### config.mk
export PLATFORM = sky130hd
export DESIGN_NAME = pfb_weight_mult
export DESIGN_NICKNAME = d
export VERILOG_FILES = /design/src/rtl/pfb_pkg.sv /design/src/rtl/pfb_tag_pipe.sv /design/src/rtl/pfb_weight_mult.sv
export SDC_FILE = /design/constraint.sdc
export NUM_CORES = 1
export LEC_CHECK = 0
export ABC_AREA = 1
export ABC_CLOCK_PERIOD_IN_PS = 7000
export CAP_MARGIN = 20
export CORE_ASPECT_RATIO = 1.5
export CORE_MARGIN = 2
export CORE_UTILIZATION = 50
export DETAILED_ROUTE_END_ITERATION = 12
export GPL_ROUTABILITY_DRIVEN = 0
export MAX_ROUTING_LAYER = met4
export PLACE_DENSITY = 0.69
export SLEW_MARGIN = 20
export SYNTH_ARGS = -nofsm -noshare
export SYNTH_HDL_FRONTEND = slang
export SYNTH_HIERARCHICAL = 1
export SYNTH_SLANG_ARGS = --single-unit
### constraint.sdc
create_clock -name clk -period 7 [get_ports clk]
set_input_delay 1.4 -clock clk [delete_from_list [all_inputs] [get_ports clk]]
set_output_delay 1.4 -clock clk [all_outputs]
set_load 0.02 [all_outputs]
### src/rtl/pfb_pkg.sv
// Shared widths, read latency, unity weight and FSM state encoding for the PFB weight multiplier.
package pfb_pkg;

  localparam int unsigned DATA_W   = 14;
  localparam int unsigned WEIGHT_W = 14;
  localparam int unsigned PROD_W   = 28;
  localparam int unsigned ADDR_W   = 12;
  localparam int unsigned RD_LAT   = 2;

  localparam logic signed [WEIGHT_W-1:0] UNITY_WEIGHT = 14'sd8191;

  typedef logic [0:0] state_t;

  localparam state_t StIdle = 1'b0;
  localparam state_t StRun  = 1'b1;

  // Operands are sign-extended first so the 28-bit product is exact (no wrap at -8192*-8192).
  function automatic logic signed [PROD_W-1:0] mul_full(input logic signed [DATA_W-1:0]   a,
                                                        input logic signed [WEIGHT_W-1:0] b);
    logic signed [PROD_W-1:0] a_ext;
    logic signed [PROD_W-1:0] b_ext;
    a_ext = PROD_W'(a);
    b_ext = PROD_W'(b);
    return a_ext * b_ext;
  endfunction

endpackage

### src/rtl/pfb_tag_pipe.sv
// Fixed-depth delay line that keeps per-product tags aligned with the weight SRAM read data.
module pfb_tag_pipe
  import pfb_pkg::*;
#(
  parameter int unsigned Width = 1,
  parameter int unsigned Depth = RD_LAT
) (
  input  logic             clk,
  input  logic             reset,
  input  logic [Width-1:0] d,
  output logic [Width-1:0] q
);

  logic [Width-1:0] stage_q [Depth];

  always_ff @(posedge clk or posedge reset) begin
    if (reset) begin
      for (int unsigned i = 0; i < Depth; i++) begin
        stage_q[i] <= '0;
      end
    end else begin
      stage_q[0] <= d;
      for (int unsigned i = 1; i < Depth; i++) begin
        stage_q[i] <= stage_q[i-1];
      end
    end
  end

  assign q = stage_q[Depth-1];

endmodule

### src/rtl/pfb_weight_mult.sv
// Polyphase filter-bank weight multiplier: each accepted sample is multiplied by NTAPS SRAM weights.
// Optional feature macro PFB_WEIGHT_BYPASS_EN adds weight_bypass, forcing UNITY_WEIGHT per product.
module pfb_weight_mult
  import pfb_pkg::*;
#(
  parameter int unsigned NFFT  = 1024,
  parameter int unsigned NTAPS = 4
) (
  input  logic                       clk,
  input  logic                       reset,
  input  logic                       s_valid,
  output logic                       s_ready,
  input  logic signed [DATA_W-1:0]   s_data,
  input  logic                       resync,
`ifdef PFB_WEIGHT_BYPASS_EN
  input  logic                       weight_bypass,
`endif
  output logic [ADDR_W-1:0]          w_raddr,
  input  logic signed [WEIGHT_W-1:0] w_rdata,
  output logic                       m_valid,
  output logic signed [PROD_W-1:0]   m_data,
  output logic [$clog2(NTAPS)-1:0]   m_tap,
  output logic [$clog2(NFFT)-1:0]    m_idx,
  output logic                       m_last
);

  localparam int unsigned TapW = $clog2(NTAPS);
  localparam int unsigned IdxW = $clog2(NFFT);

  state_t                    state_q, state_d;
  logic [TapW-1:0]           tap_q, tap_d;
  logic [IdxW-1:0]           idx_q, idx_d;
  logic signed [DATA_W-1:0]  sample_q;
  logic [ADDR_W-1:0]         raddr_q;

  logic in_run;
  logic last_tap;
  logic last_issue;
  logic accept;

  assign in_run     = (state_q == StRun);
  assign last_tap   = (tap_q == TapW'(NTAPS - 1));
  assign last_issue = in_run & last_tap & (idx_q == IdxW'(NFFT - 1));

  // Gating with reset keeps s_ready low while the reset is still asserted.
  assign s_ready = ~reset & ~resync & (~in_run | last_tap);
  assign accept  = s_valid & s_ready;

  always_comb begin
    state_d = state_q;
    tap_d   = tap_q;
    idx_d   = idx_q;
    if (in_run) begin
      tap_d = tap_q + TapW'(1);
      if (last_tap) begin
        idx_d = idx_q + IdxW'(1);
        if (!accept) begin
          state_d = StIdle;
        end
      end
    end
    if (accept) begin
      state_d = StRun;
      tap_d   = '0;
    end
    if (resync) begin
      state_d = StIdle;
      tap_d   = '0;
      idx_d   = '0;
    end
  end

  always_ff @(posedge clk or posedge reset) begin
    if (reset) begin
      state_q  <= StIdle;
      tap_q    <= '0;
      idx_q    <= '0;
      sample_q <= '0;
      raddr_q  <= '0;
    end else begin
      state_q <= state_d;
      tap_q   <= tap_d;
      idx_q   <= idx_d;
      if (accept) begin
        sample_q <= s_data;
      end
      if (in_run) begin
        raddr_q <= {tap_q, idx_q};
      end
    end
  end

  // Live address while running; the registered copy holds the last one across idle cycles.
  assign w_raddr = in_run ? {tap_q, idx_q} : raddr_q;

  logic                      t_valid;
  logic                      t_last;
  logic signed [DATA_W-1:0]  t_sample;
  logic [TapW-1:0]           t_tap;
  logic [IdxW-1:0]           t_idx;
  logic signed [WEIGHT_W-1:0] weight;

`ifdef PFB_WEIGHT_BYPASS_EN
  localparam int unsigned TagW = 3 + DATA_W + TapW + IdxW;

  logic [TagW-1:0] tag_in, tag_out;
  logic            t_byp;

  assign tag_in = {in_run, last_issue, weight_bypass, sample_q, tap_q, idx_q};
  assign {t_valid, t_last, t_byp, t_sample, t_tap, t_idx} = tag_out;
  assign weight = t_byp ? UNITY_WEIGHT : w_rdata;
`else
  localparam int unsigned TagW = 2 + DATA_W + TapW + IdxW;

  logic [TagW-1:0] tag_in, tag_out;

  assign tag_in = {in_run, last_issue, sample_q, tap_q, idx_q};
  assign {t_valid, t_last, t_sample, t_tap, t_idx} = tag_out;
  assign weight = w_rdata;
`endif

  pfb_tag_pipe #(
    .Width (TagW),
    .Depth (RD_LAT)
  ) u_tag_pipe (
    .clk   (clk),
    .reset (reset),
    .d     (tag_in),
    .q     (tag_out)
  );

  // Output stage adds the one register after the SRAM data, giving RD_LAT+1 total latency.
  always_ff @(posedge clk or posedge reset) begin
    if (reset) begin
      m_valid <= 1'b0;
      m_data  <= '0;
      m_tap   <= '0;
      m_idx   <= '0;
      m_last  <= 1'b0;
    end else begin
      m_valid <= t_valid;
      m_data  <= t_valid ? mul_full(t_sample, weight) : '0;
      m_tap   <= t_valid ? t_tap : '0;
      m_idx   <= t_valid ? t_idx : '0;
      m_last  <= t_valid & t_last;
    end
  end

endmodule

**Run 1: track usage over the die**

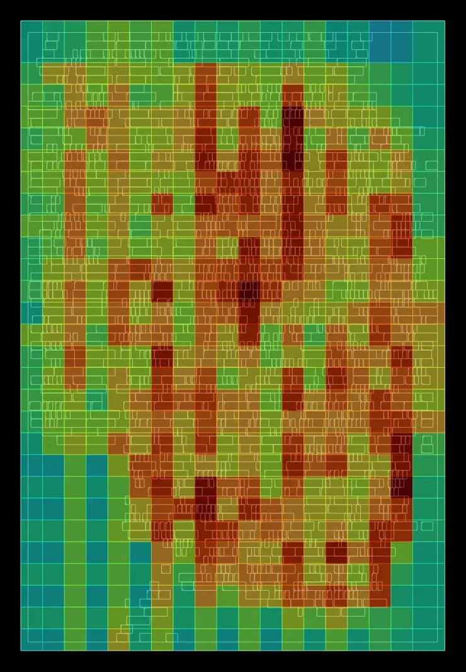
GRT met2 Usage: 0.445
final core occ: 0.583
gr busiest metal: met2

**Run 1: sequential cells colored by netlist name**

Scale bar: 50 um.
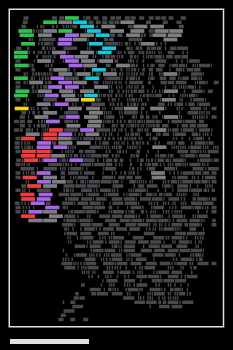
- purple: `u_tag_pipe/stage_q` (flops 28)
- yellow: `m_tap` (flops 2)
- cyan: `m_idx` (flops 10; where top center)
- red: `sample_q` (flops 14; where middle left)
- green: `raddr_q` (flops 12; where upper left)
- not colored: 71

**Run 1: metal 2**

Scale bar: 50 um.
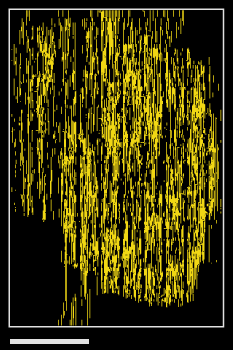
- share of all routed wire: 54%
- wire length on this layer: 15700 um
- nets with wire on the layer: 1576
via count: 9396
WL final: 28900 um

==> GITHUB_STEP_SUMMARY, run 1 <==
### Flow metrics

| Metric | Value |
|---|---|
| Post-route ant nets | 0 |
| First-pass GRT wire length | 49100 um |
| Syn nets | 1783 |
| Post-synth cell types | 36 |
| CP bufs+invs | 6 |
| Critical path depth | 22 |
| OpenROAD warnings | 26 |
| Initial antenna violation count | 0 |
| Crit-path slowest cell | clkdlybuf4s50_1 |
| GRT overflow | 0 |
| Area leader, netlist | fa_1 |
| Post-synthesis cell area | 12700 um2 |
| Top cells, area | fa_1 31%, dfrtp_1 27%, inv_1 12% |
| Design area | 14600 um2 |
| Post-synth ARST share | 1.00 |
| Hold EP | u_tag_pipe/q[26] |
| DR pass1 iterations | 5 |
| Die ar. | 26800 um2 |
| Critical Path Max Stage Delay | 0.69 ns |
| Startpoint types | primary input |
| Yosys chip area | 12700 um2 |
| Clk latency late pin | 0.42 ns |
| CTS Buffer Depth | 2 |
| Setup CP Type | in -> reg |
| Top delay family on crit path | adder cells |
| Iteration-0 DRC Markers | 441 |
| Critical R2R Capture | m_data[23] |
| Status | complete, no violations |
| Top Ports | 87 |
| Area leader share | 0.306 |
| Number of synthesized register bits | 137 |
| Commonest non-fill, non-tap cells in the layout | 405 x inv_1, 380 x nand2_1, 194 x fa_1 |
| Setup Viol. Count Final | 0 |
| Cell with the most instances after synthesis | inv_1 |
| Commonest Layout Cell | inv_1 |
| CP endpoint | m_data[23] |
| Layout area overhead | 14.6% |
| Max FO, Critical Path | 9 |
| CP Capture Type | flip-flop |
| Ys flop type | dfrtp_1 |
| Worst Tran Pin Value | 0.884 ns |
| # diodes | 0 |
| Ys cells | 1487 |
| Ordered list of cells on the worst path | clkdlybuf4s50_1, nand2_1, fa_1, fa_2, buf_4, fa_1, inv_1, fa_1, inv_1, fa_1, fa_1, inv_1, ha_1, nand2_1, inv_1, nand2_1, nor3_1, o21ai_0, nand3_1, nand2_1, nand2_1, nor2_1 |
| Via density | 4.91 |
| TritonCTS clock tree | yes |
| Layout Nets | 1869 |
| Worst r2r path cells | 21 |
| Post-synth seq share | 0.269 |
| Layout cell share with drive strength beyond 1 | 0.0668 |
| DP HPWL | 23200 um |
| Std-Cell Rows | 71 |
| CTS sink cnt | 137 |
| Hold_sp | u_tag_pipe/stage_q[54] |
| # H-tree levels | 4 |
==> run 1: flip-flops by register name (all words and copies together) (netlist names), 10 cells and up <==
register and count:
sample_q 14, u_tag_pipe/stage_q 28, idx_q 10, m_data 28, raddr_q 12, m_idx 10
u_tag_pipe/q 28
==> run 1: stage by stage <==
step | instances | util | TNS, ns | hold WS [ns] | setup slack (ns)
2_1_floorplan | 1487 | - | 0 | 0.331 | 0.627
3_3_place_gp | 1882 | 0.560 | -0.0213 | 0.332 | -0.0213
3_5_place_dp | 1882 | 0.560 | -0.192 | 0.335 | -0.0635
4_1_cts | 1914 | 0.583 | 0 | 0.349 | 0.352
5_1_grt | 1914 | 0.583 | 0 | 0.349 | 0.0103
6_report | 1914 | 0.583 | 0 | 0.347 | 0.321
==> run 1: repair_timing <==
item	CTS	global route
endpoints found under the setup margin	0	1
setup buffers	0	0
gates resized	0	1
==> run 1: layer usage <==
metal	track usage	part of all wire
met4	0.134	0.062
met1	0.255	0.36
met5	-	0
met2	0.445	0.54
met3	0.0312	0.037
==> run 1: cells by family after synthesis <==
| group | count (synthesis) | synth area share |
|---|---|---|
| compound gates | 84 | 0.0372 |
| xor+xnor | 9 | 0.00619 |
| fa+ha+maj | 264 | 0.374 |
| buf+inv | 475 | 0.150 |
| flops | 137 | 0.269 |
| mux | 1 | 0.000785 |
| simple gates | 517 | 0.163 |
==> run 1: area by class of cell <==
type / count / area (um2) / area share
flip-flops and latches: 137 / 3430 / 0.235
clock inverters: 15 / 154 / 0.0105
inverters: 410 / 1540 / 0.105
repair buffers: 132 / 1240 / 0.0851
clock buffers: 17 / 425 / 0.0291
multi-input cells: 875 / 7410 / 0.507
well taps: 328 / 410 / 0.0281
==> run 1 -> run 2 <==
HOLD_SLACK_MARGIN = 0.12   (was default)
**Run 2: selected gate families**

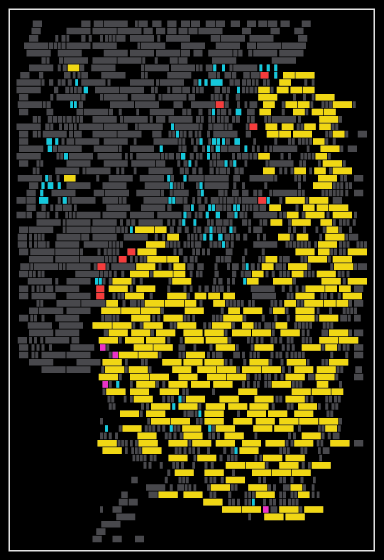
- yellow: fa/ha/maj cells (cells 264)
- magenta: and/or cells (cells 4)
- cyan: nor cells (cells 82)
- red: xor and xnor cells (cells 9)

==> run 2 against run 1 <==
Global-route usage unchanged. Highest routed layer unchanged. Register-to-register slack about the same. Non-clock buffer count stayed put. Area after synthesis unchanged. Sequential share of layout area is the same. Cell area did not move. Via count unchanged. Critical path depth unchanged. Clock skew stayed put. Worst setup slack unchanged.
==> GITHUB_STEP_SUMMARY, run 2 <==
### Flow metrics

| Metric | Value |
|---|---|
| Status | complete, no violations |
| Layout area overhead | 14.6% |
| Via count | 9396 |
| CP endpoint | m_data[23] |
| Post-route ant nets | 0 |
| Worst r2r path cells | 21 |
| Via density | 4.91 |
| Hold Worst Slack | 0.347 ns |
| GRT overflow | 0 |
| Postcts setup bufs | 0 |
| Ys cells | 1487 |
| Cell with the most instances after synthesis | inv_1 |
| Yosys chip area | 12700 um2 |
| Worst hold stages | 0 |
| Layout cell share with drive strength beyond 1 | 0.0668 |
| Critical path depth | 22 |
| Post-synth ARST share | 1.00 |
| OpenROAD warnings | 26 |
| Crit-path slowest cell | clkdlybuf4s50_1 |
| Top cells, area | fa_1 31%, dfrtp_1 27%, inv_1 12% |
| DIE WIDTH | 134 um |
| Layout Nets | 1869 |
| WL final | 28900 um |
| DR pass1 iterations | 5 |
| CP bufs+invs | 6 |
| Area leader share | 0.306 |
| Post-synth seq share | 0.269 |
| Post-synth cell types | 36 |
| TritonCTS clock tree | yes |
| Commonest cells in the synthesized netlist | 407 x inv_1, 380 x nand2_1, 195 x fa_1, 137 x dfrtp_1, 69 x ha_1 |
| Setup Viol. Count Final | 0 |
| # diodes | 0 |
| Std-Cell Rows | 71 |
| TritonCTS Buffers | 17 |
| Ordered list of cells on the worst path | clkdlybuf4s50_1, nand2_1, fa_1, fa_2, buf_4, fa_1, inv_1, fa_1, inv_1, fa_1, fa_1, inv_1, ha_1, nand2_1, inv_1, nand2_1, nor3_1, o21ai_0, nand3_1, nand2_1, nand2_1, nor2_1 |
| Commonest non-fill, non-tap cells in the layout | 405 x inv_1, 380 x nand2_1, 194 x fa_1 |
| Post-synthesis cell area | 12700 um2 |
| DP HPWL | 23200 um |
| First-pass GRT wire length | 49100 um |
| Setup CP Type | in -> reg |
| Hold EP | u_tag_pipe/q[26] |
| Worst Tran Pin Value | 0.884 ns |
| Ys flop type | dfrtp_1 |
| Number of synthesized register bits | 137 |
| CP Capture Type | flip-flop |
| Area leader, netlist | fa_1 |
| Final std cells w/o fill | 1914 |
| Top delay family on crit path | adder cells |
| Initial antenna violation count | 0 |
| Clk latency late pin | 0.42 ns |
| Placed cells | 1882 |
| Commonest Layout Cell | inv_1 |
| Post_cts resized | 0 |
| # H-tree levels | 4 |
| Critical Path Max Stage Delay | 0.69 ns |
| Die ar. | 26800 um2 |
| Hold_sp | u_tag_pipe/stage_q[54] |
| Critical R2R Capture | m_data[23] |
| Startpoint types | primary input |
| Max FO, Critical Path | 9 |
| CTS Buffer Depth | 2 |
| Syn nets | 1783 |
| R2r setup slk | 1.21 ns |
| CTS sink cnt | 137 |
| Top Ports | 87 |
| Iteration-0 DRC Markers | 441 |
[run 2: logic make-up after synthesis]
logic type | synth area share
and+or+nand+nor | 0.163
buffers and inverters | 0.150
adders and majority gates | 0.374
DFF | 0.269
AOI/OAI and AO/OA | 0.0372
xor gates and xnor gates | 0.00619
muxes | 0.000785
[run 2: through the flow]
step | util | setup slack (ns) | instance area [um2] | setup TNS [ns]
floorplan | - | 0.627 | 12700 | 0
global placement | 0.560 | -0.0213 | 14000 | -0.0213
detailed placement | 0.560 | -0.0635 | 14000 | -0.192
CTS | 0.583 | 0.352 | 14600 | 0
global route | 0.583 | 0.0103 | 14600 | 0
finish | 0.583 | 0.321 | 14600 | 0
[run 2: routing by layer]
metal / track usage / share of wire / up-vias
met5: - / 0 / -
met4: 0.134 / 0.062 / 0
met3: 0.0312 / 0.037 / 115
met1: 0.255 / 0.36 / 4599
li1: - / - / 4414
met2: 0.445 / 0.54 / 268
[run 2: worst register-to-register path, delay by kind of cell (launching register included)]
kind                     cells  cell delay [ns]
flip-flops                   1             0.67
AND/OR/NAND/NOR              8             0.93
buffers and inverters        5             0.44
AND-OR/OR-AND                1             0.15
adder cells (fa/ha/maj)      7             3.48
[run 2: final cells by class]
class                      instances  area [um2]  area share
tap                              328         410      0.0281
clock inverter                    15         154      0.0105
clock buffer                      17         425      0.0291
timing repair buffer             132        1240      0.0851
sequential                       137        3430       0.235
inverter                         410        1540       0.105
multi-input combinational        875        7410       0.507
**Run 2: sequential cells colored by netlist name**

Scale bar: 50 um.
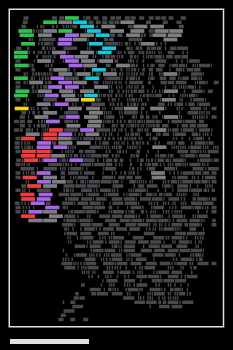

==> run 2 -> run 3 <==
CORE_ASPECT_RATIO = 0.9   (was 1.5)
**Run 3: sequential cells colored by netlist name**

Scale bar: 50 um.
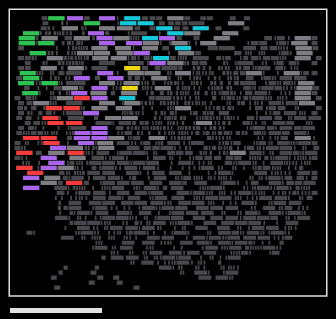
- cyan: `m_idx` (flops 10; where top center)
- yellow: `m_tap` (flops 2)
- purple: `u_tag_pipe/stage_q` (flops 28)
- green: `raddr_q` (flops 12; where upper left)
- red: `sample_q` (flops 14; where middle left)
- not colored: 71

==> run 3 against run 2 <==
Worst setup slack worse by 0.080 ns. Via count shrank 1.5%. Non-clock buffer count decreased by 6. Cell area is 0.30% lower. Highest routed layer unchanged.
==> GITHUB_STEP_SUMMARY, run 3 <==
### Flow metrics

| Metric | Value |
|---|---|
| WL final | 28100 um |
| Cell with the most instances after synthesis | inv_1 |
| DRC | 0 |
| GRT met2 Usage | 0.400 |
| Hold_sp | u_tag_pipe/stage_q[35] |
| DR pass1 iterations | 5 |
| Dpl cell area | 14000 um2 |
| CTS sink cnt | 137 |
| Wire length per cell | 14.6 um |
| M3 GR Usage | 0.0399 |
| R2r setup slk | 1.11 ns |
| Crit-path slowest cell | fa_1 |
| DIE WIDTH | 172 um |
| Critical R2R Capture | m_data[23] |
| Std-Cell Rows | 55 |
| Commonest cells in the synthesized netlist | 407 x inv_1, 380 x nand2_1, 195 x fa_1, 137 x dfrtp_1, 69 x ha_1 |
| Ys cells | 1487 |
| Final std cells w/o fill | 1923 |
| Ordered list of cells on the worst path | clkdlybuf4s50_1, nand2_1, fa_1, fa_1, buf_4, fa_1, inv_1, fa_1, inv_1, fa_1, fa_1, inv_1, ha_1, nand2_1, inv_1, nand2_1, nor3_1, nand4_1, nand3_1, nand2_1, nand2_1, nor2_1 |
| CTS Buffer Depth | 2 |
| Commonest non-fill, non-tap cells in the layout | 405 x inv_1, 380 x nand2_1, 195 x fa_1 |
| Design area | 14600 um2 |
| Setup CP Type | in -> reg |
| Max-cap viol count | 0 |
| Syn nets | 1783 |
| HP Class | reg -> reg |
| Hold EP | u_tag_pipe/q[7] |
| Yosys chip area | 12700 um2 |
| Critical Path Max Stage Delay | 0.64 ns |
| CP bufs+invs | 6 |
| OpenROAD warnings | 26 |
| Clk latency late pin | 0.42 ns |
| Worst hold stages | 0 |
| R2R Path Start | u_tag_pipe/q[25] |
| Post-synthesis cell area | 12700 um2 |
| Post-route ant nets | 0 |
| Top delay family on crit path | adder cells |
| Via count | 9251 |
| Yosys warns | 6 |
| Die ar. | 26800 um2 |
| Number of synthesized register bits | 137 |
| Root Driver | clkbuf_16 |
| CP Capture Type | flip-flop |
| Layout Nets | 1863 |
| Post-synth seq share | 0.269 |
| Commonest Layout Cell | inv_1 |
| Layout cell share with drive strength beyond 1 | 0.0620 |
| WP data arrival | 7.05 ns |
| Slew margin rel. | 0.404 |
| # port buffers | 86 |
| Vias in the first global route | 10100 |
| Post-synth cell types | 36 |
| Initial antenna violation count | 1 |
| Startpoint types | primary input |
| Required time of the critical path | 7.29 ns |
| DP HPWL | 22000 um |
| Clk slew on worst S/H paths | 0.07 ns |
| Placed cells | 1890 |
| Setup Viol. Count Final | 0 |
| TritonCTS clock tree | yes |
| Gr busiest metal | met2 |
| Worst r2r path cells | 21 |
| Worst Tran Pin Value | 0.894 ns |
| First-pass GRT wire length | 48700 um |
| Top Ports | 87 |
| GRT overflow | 0 |
| Total GRT Usage | 0.240 |
| Via density | 4.81 |
| Count of final hold-check violations | 0 |
| Ys flop type | dfrtp_1 |
| Post_cts resized | 0 |
| Layout area overhead | 14.3% |
| Post-synth ARST share | 1.00 |
| Max FO, Critical Path | 6 |
| Met1 Track Usage GR | 0.305 |
| Postcts setup bufs | 0 |
| TritonCTS Buffers | 17 |
| Area leader share | 0.306 |
| Area leader, netlist | fa_1 |
| Status | complete, no violations |
| Worst Setup Slack, final | 0.241 ns |
| Iteration-0 DRC Markers | 544 |
| Starting Density | 0.507 |
| # H-tree levels | 4 |
| Sum Neg Setup Slack | 0 ns |
| Dpl ws | -0.0582 ns |
| Top cells, area | fa_1 31%, dfrtp_1 27%, inv_1 12% |
| Core area | 25100 um2 |
| Post-CTS Hold Buffers | 0 |
-- run 3: metal layers --
metal,up-vias,part of all wire
met5,-,0
met2,251,0.50
met4,0,0.023
met1,4526,0.43
li1,4425,-
met3,49,0.053
-- run 3: cells by family after synthesis --
logic type      Yosys count  synth area share
compound gates           84            0.0372
flops                   137             0.269
xor+xnor                  9           0.00619
mux                       1          0.000785
simple gates            517             0.163
buf+inv                 475             0.150
fa+ha+maj               264             0.374
-- run 3: metrics by stage --
step,hold slack [ns],utilization
after detailed placement,0.335,0.556
after floorplan,0.331,-
final,0.344,0.580
after global routing,0.350,0.580
after CTS,0.342,0.580
after global placement,0.331,0.556
-- run 3: worst max path at each step --
stage	to	depth (start not counted)	slack [ns]	start
4_1_cts	m_data[23]	22	0.32	w_rdata[2]
3_3_place_gp	m_data[23]	22	-0.05	w_rdata[3]
3_5_place_dp	m_data[23]	22	-0.06	w_rdata[2]
5_1_grt	m_data[23]	22	0.0004	w_rdata[3]
2_1_floorplan	m_data[27]	22	0.63	w_rdata[3]
6_report	m_data[23]	22	0.24	w_rdata[2]
-- run 3: layout make-up --
cell class | count | area, um2
antenna | 1 | 2.50
clock buffer | 18 | 429
clock inverter | 14 | 155
fill | 2200 | 10600
inverter | 410 | 1540
multi-input combinational | 875 | 7410
sequential | 137 | 3430
tap | 342 | 428
timing repair buffer | 126 | 1180
